### src/rtl/e3_pkg.sv
// Shared constants, FSM encoding and digit helpers for the Excess-3 divider.
// E3_DIV_CHECK_EN adds a digit-code validity check in LOAD.
package e3_pkg;

    localparam logic [3:0] E3_ZERO   = 4'b0011;
    localparam logic [3:0] E3_NINE   = 4'b1100;
    localparam logic [3:0] E3_OFFSET = 4'd3;

    typedef enum logic [1:0] {
        S_IDLE = 2'd0,
        S_LOAD = 2'd1,
        S_SUB  = 2'd2,
        S_DONE = 2'd3
    } state_t;

    function automatic logic [3:0] e3_to_bin(input logic [3:0] e);
        return e - E3_OFFSET;
    endfunction

    function automatic logic e3_valid(input logic [3:0] e);
        return (e >= E3_ZERO) && (e <= E3_NINE);
    endfunction

endpackage

### src/rtl/e3_div_if.sv
// start/done request bundle between the controller and the E3 divider.
// No configuration macros are used in this file.
interface e3_div_if;

    logic       start;
    logic [7:0] dividend;
    logic [3:0] divisor;
    logic [7:0] quotient;
    logic [3:0] remainder;
    logic       busy;
    logic       done;
    logic       err;

    modport master (
        output start, dividend, divisor,
        input  quotient, remainder, busy, done, err
    );

    modport slave (
        input  start, dividend, divisor,
        output quotient, remainder, busy, done, err
    );

endinterface

### src/rtl/e3_digit_inc.sv
// Enabled Excess-3 digit incrementer; 1100 wraps to 0011 with carry.
// No configuration macros are used in this file.
module e3_digit_inc
    import e3_pkg::*;
(
    input  logic [3:0] in_i,
    input  logic       en_i,
    output logic [3:0] out_o,
    output logic       carry_o
);

    logic at_nine;

    assign at_nine = (in_i == E3_NINE);
    assign carry_o = en_i && at_nine;

    always_comb begin
        out_o = in_i;
        if (en_i) begin
            out_o = at_nine ? E3_ZERO : in_i + 4'd1;
        end
    end

endmodule

### src/rtl/e3_div.sv
// Sequential E3 divider: two-digit dividend / one-digit divisor by repeated subtraction.
// Define E3_DIV_CHECK_EN to flag invalid digit codes through err.
module e3_div
    import e3_pkg::*;
(
    input  logic    clk,
    input  logic    rst_b,
    e3_div_if.slave bus
);

    state_t     state_q, state_d;
    logic [7:0] dvd_q, dvd_d;
    logic [3:0] dvs_q, dvs_d;
    logic [6:0] rem_q, rem_d;
    logic [3:0] d_q, d_d;
    logic       bad_q, bad_d;
    logic [7:0] quot_q, quot_d;
    logic [3:0] rmd_q, rmd_d;
    logic       err_q, err_d;

    logic [3:0] tens_b, units_b, dvs_b;
    logic [3:0] units_inc, tens_inc;
    logic       units_cy, tens_cy;
    logic       load_bad;
    logic [6:0] d_ext;

    assign tens_b  = e3_to_bin(dvd_q[7:4]);
    assign units_b = e3_to_bin(dvd_q[3:0]);
    assign dvs_b   = e3_to_bin(dvs_q);
    assign d_ext   = {3'b000, d_q};

`ifdef E3_DIV_CHECK_EN
    assign load_bad = (dvs_b == 4'd0)
                   || !e3_valid(dvd_q[7:4])
                   || !e3_valid(dvd_q[3:0])
                   || !e3_valid(dvs_q);
`else
    assign load_bad = (dvs_b == 4'd0);
`endif

    e3_digit_inc u_units (
        .in_i    (quot_q[3:0]),
        .en_i    (1'b1),
        .out_o   (units_inc),
        .carry_o (units_cy)
    );

    e3_digit_inc u_tens (
        .in_i    (quot_q[7:4]),
        .en_i    (units_cy),
        .out_o   (tens_inc),
        .carry_o (tens_cy)
    );

    always_ff @(posedge clk or negedge rst_b) begin
        if (!rst_b) begin
            state_q <= S_IDLE;
            dvd_q   <= '0;
            dvs_q   <= '0;
            rem_q   <= '0;
            d_q     <= '0;
            bad_q   <= 1'b0;
            quot_q  <= {E3_ZERO, E3_ZERO};
            rmd_q   <= E3_ZERO;
            err_q   <= 1'b0;
        end else begin
            state_q <= state_d;
            dvd_q   <= dvd_d;
            dvs_q   <= dvs_d;
            rem_q   <= rem_d;
            d_q     <= d_d;
            bad_q   <= bad_d;
            quot_q  <= quot_d;
            rmd_q   <= rmd_d;
            err_q   <= err_d;
        end
    end

    // Bad operands still pass through SUB so err and ok results share timing.
    always_comb begin
        state_d = state_q;
        dvd_d   = dvd_q;
        dvs_d   = dvs_q;
        rem_d   = rem_q;
        d_d     = d_q;
        bad_d   = bad_q;
        quot_d  = quot_q;
        rmd_d   = rmd_q;
        err_d   = err_q;
        unique case (state_q)
            S_IDLE: begin
                if (bus.start) begin
                    state_d = S_LOAD;
                    dvd_d   = bus.dividend;
                    dvs_d   = bus.divisor;
                    err_d   = 1'b0;
                    quot_d  = {E3_ZERO, E3_ZERO};
                end
            end
            S_LOAD: begin
                rem_d   = 7'(tens_b) * 7'd10 + 7'(units_b);
                d_d     = dvs_b;
                bad_d   = load_bad;
                state_d = S_SUB;
            end
            S_SUB: begin
                if (bad_q) begin
                    state_d = S_DONE;
                    err_d   = 1'b1;
                    quot_d  = {E3_ZERO, E3_ZERO};
                    rmd_d   = E3_ZERO;
                end else if (rem_q >= d_ext) begin
                    rem_d  = rem_q - d_ext;
                    quot_d = {tens_inc, units_inc};
                end else begin
                    state_d = S_DONE;
                    rmd_d   = rem_q[3:0] + E3_OFFSET;
                end
            end
            S_DONE: begin
                state_d = S_IDLE;
            end
            default: begin
                state_d = S_IDLE;
            end
        endcase
    end

    assign bus.quotient  = quot_q;
    assign bus.remainder = rmd_q;
    assign bus.err       = err_q;
    assign bus.busy      = (state_q == S_LOAD) || (state_q == S_SUB);
    assign bus.done      = (state_q == S_DONE);

    logic unused_ok;
    assign unused_ok = tens_cy;

endmodule
### src/flat_wrapper.sv
// flat-port wrapper written by rule: the top's interface ports become plain ports
module e3_div_flat import e3_pkg::*;
  (clk, rst_b, bus_start, bus_dividend, bus_divisor, bus_quotient, bus_remainder, bus_busy, bus_done, bus_err);
  e3_div_if bus_i ();
  input  logic clk;
  input  logic rst_b;
  input wire logic [$bits(bus_i.start)-1:0] bus_start;
  input wire logic [$bits(bus_i.dividend)-1:0] bus_dividend;
  input wire logic [$bits(bus_i.divisor)-1:0] bus_divisor;
  output wire logic [$bits(bus_i.quotient)-1:0] bus_quotient;
  output wire logic [$bits(bus_i.remainder)-1:0] bus_remainder;
  output wire logic [$bits(bus_i.busy)-1:0] bus_busy;
  output wire logic [$bits(bus_i.done)-1:0] bus_done;
  output wire logic [$bits(bus_i.err)-1:0] bus_err;
  assign bus_i.start = bus_start;
  assign bus_i.dividend = bus_dividend;
  assign bus_i.divisor = bus_divisor;
  assign bus_quotient = bus_i.quotient;
  assign bus_remainder = bus_i.remainder;
  assign bus_busy = bus_i.busy;
  assign bus_done = bus_i.done;
  assign bus_err = bus_i.err;
  e3_div u_core (.clk(clk), .rst_b(rst_b), .bus(bus_i));
endmodule
### config.mk
export PLATFORM = sky130hd
export DESIGN_NAME = e3_div_flat
export DESIGN_NICKNAME = d
export VERILOG_FILES = /design/src/rtl/e3_pkg.sv /design/src/rtl/e3_div_if.sv /design/src/rtl/e3_digit_inc.sv /design/src/rtl/e3_div.sv /design/src/flat_wrapper.sv
export SDC_FILE = /design/constraint.sdc
export NUM_CORES = 1
export LEC_CHECK = 0
export ABC_AREA = 1
export CORE_MARGIN = 5
export CORE_UTILIZATION = 48
export DETAILED_ROUTE_END_ITERATION = 8
export GPL_TIMING_DRIVEN = 1
export PLACE_DENSITY = 0.66
export SLEW_MARGIN = 5
export SYNTH_ARGS = -nofsm -noshare
export SYNTH_HDL_FRONTEND = slang
export SYNTH_SLANG_ARGS = --single-unit
### constraint.sdc
create_clock -name clk -period 3.9 [get_ports clk]
set_input_delay 0.39 -clock clk [delete_from_list [all_inputs] [get_ports clk]]
set_output_delay 0.39 -clock clk [all_outputs]
set_load 0.01 [all_outputs]
Fig. 1: cell classes on the final placement
Bar = 20 um.
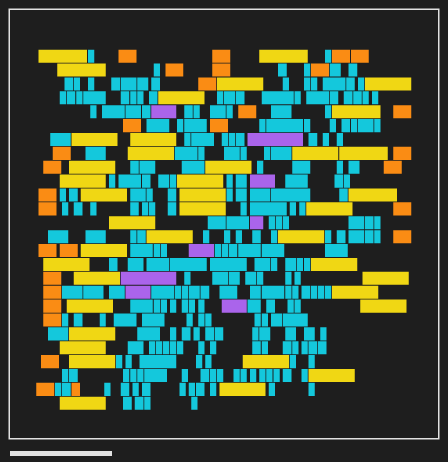
Key: yellow = flip-flops [cells 39]; cyan = all other logic [cells 270]; orange = other buffers and delay cells [cells 29]; purple = clock drivers and dummy loads [cells 8]

Fig. 2: routing congestion
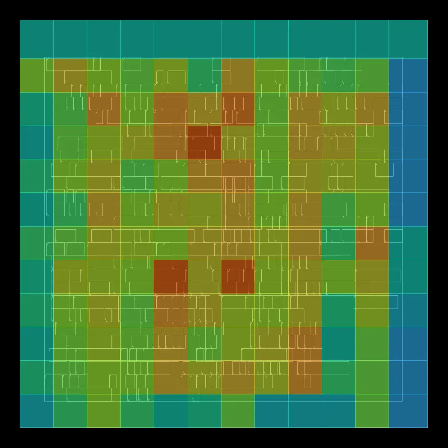
Overall Global Routing Usage: 15.7%
met3 Usage GRT: 3.06%
met2 Track Usage GR: 25.4%
GR Layer Usage met1: 21.2%

==> qor.csv <==
stage;metric;value;unit
layout;nClkBuffers;5;
layout;stdcell_area;3110;um^2
layout;largest_class;logic gates;
yosys;top_cells_by_count;nand2_1, inv_1, dfrtp_1;
layout;final-nonclk-buf-share;9.16;%
critical_path;r2r_slack;1.39;ns
cts;root_buffer;clkbuf_8;
floorplan;pin_count;30;
layout;inv_count;42;
cts;htree_num_levels;2;
layout;drive_above_1_share;14.7;%
floorplan;die_h;83.8;um
critical_path;arrival;2.71;ns
critical_path;cp_num_buf_inv;2;
layout;sh_seq_area;31.6;%
yosys;syn-num-nets;352;
route;viasPerCell;4.80;
timing;finalCritPeriodShare;64.5;%
timing;worst_pin_slew;0.868;ns
layout;layoutNonFillerInstCount;416;
yosys;syn_inst;311;
critical_path;rr_worst_depth;15;
yosys;numSynthFlops;39;
floorplan;core_area;5200;um^2
layout;lay_top_count;nand2_1;
yosys;syn_avg_cell_area;8.42;um^2
layout;fillers;482;
yosys;synth_warnings;0;
floorplan;rows;26;
timing;setup_viol;0;
timing;period_needed;2.51;ns
cts;clk_latency;0.29;ns
cts;clk_pin_slew;0.08;ns
run;tool_warnings;32;
layout;buffers;29;
outcome;status;complete, no violations;
timing;grt_setup_unrepaired;false;
place;place.gp.congestion;0.851;
route;ant_nets;0;
layout;flops;39;
global_routing;grt_pass1_wl;8980;um
Fig. 3: logic cells by family
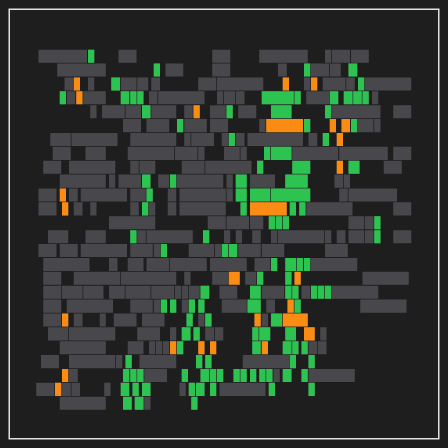
Key: orange = NOR gates [cells 26, most used nor2_1]; green = NAND gates [cells 114, most used nand2_1]

Fig. 4: signal wires by layer
Bar = 20 um. Only two layers are drawn.
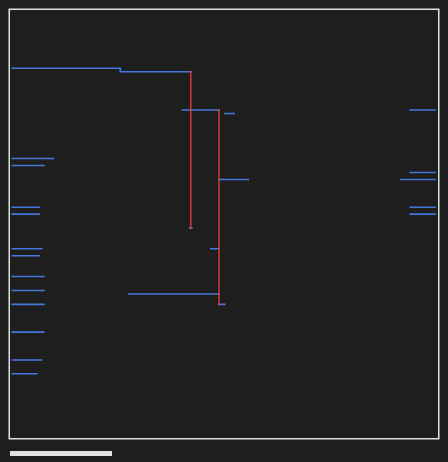
Key: red = met4 [wire length 68.7 um]; blue = met3 [wire length 168 um]
WL per Instance: 11.9 um
detailed-route via count: 1,996
Total Wirelength: 4950 um

-- per-layer routing --
| layer | wire length [um] | up-vias | GRT usage, % |
|---|---|---|---|
| li1 | - | 1065 | - |
| met1 | 2450 | 899 | 21.2 |
| met2 | 2260 | 25 | 25.4 |
| met3 | 168 | 7 | 3.06 |
| met4 | 68 | 0 | 4.82 |
| met5 | 0 | - | 0 |
-- logic make-up (layout without fill, tap and decap cells) --
kind of cell / after synthesis / after routing / synth area share (%)
xor+xnor: 10 / 10 / 3.35
mux: 9 / 9 / 3.78
buf+inv: 44 / 79 / 6.50
simple gates: 144 / 144 / 27.4
fa+ha+maj: 26 / 26 / 13.3
flops: 39 / 39 / 37.6
compound gates: 39 / 39 / 8.13
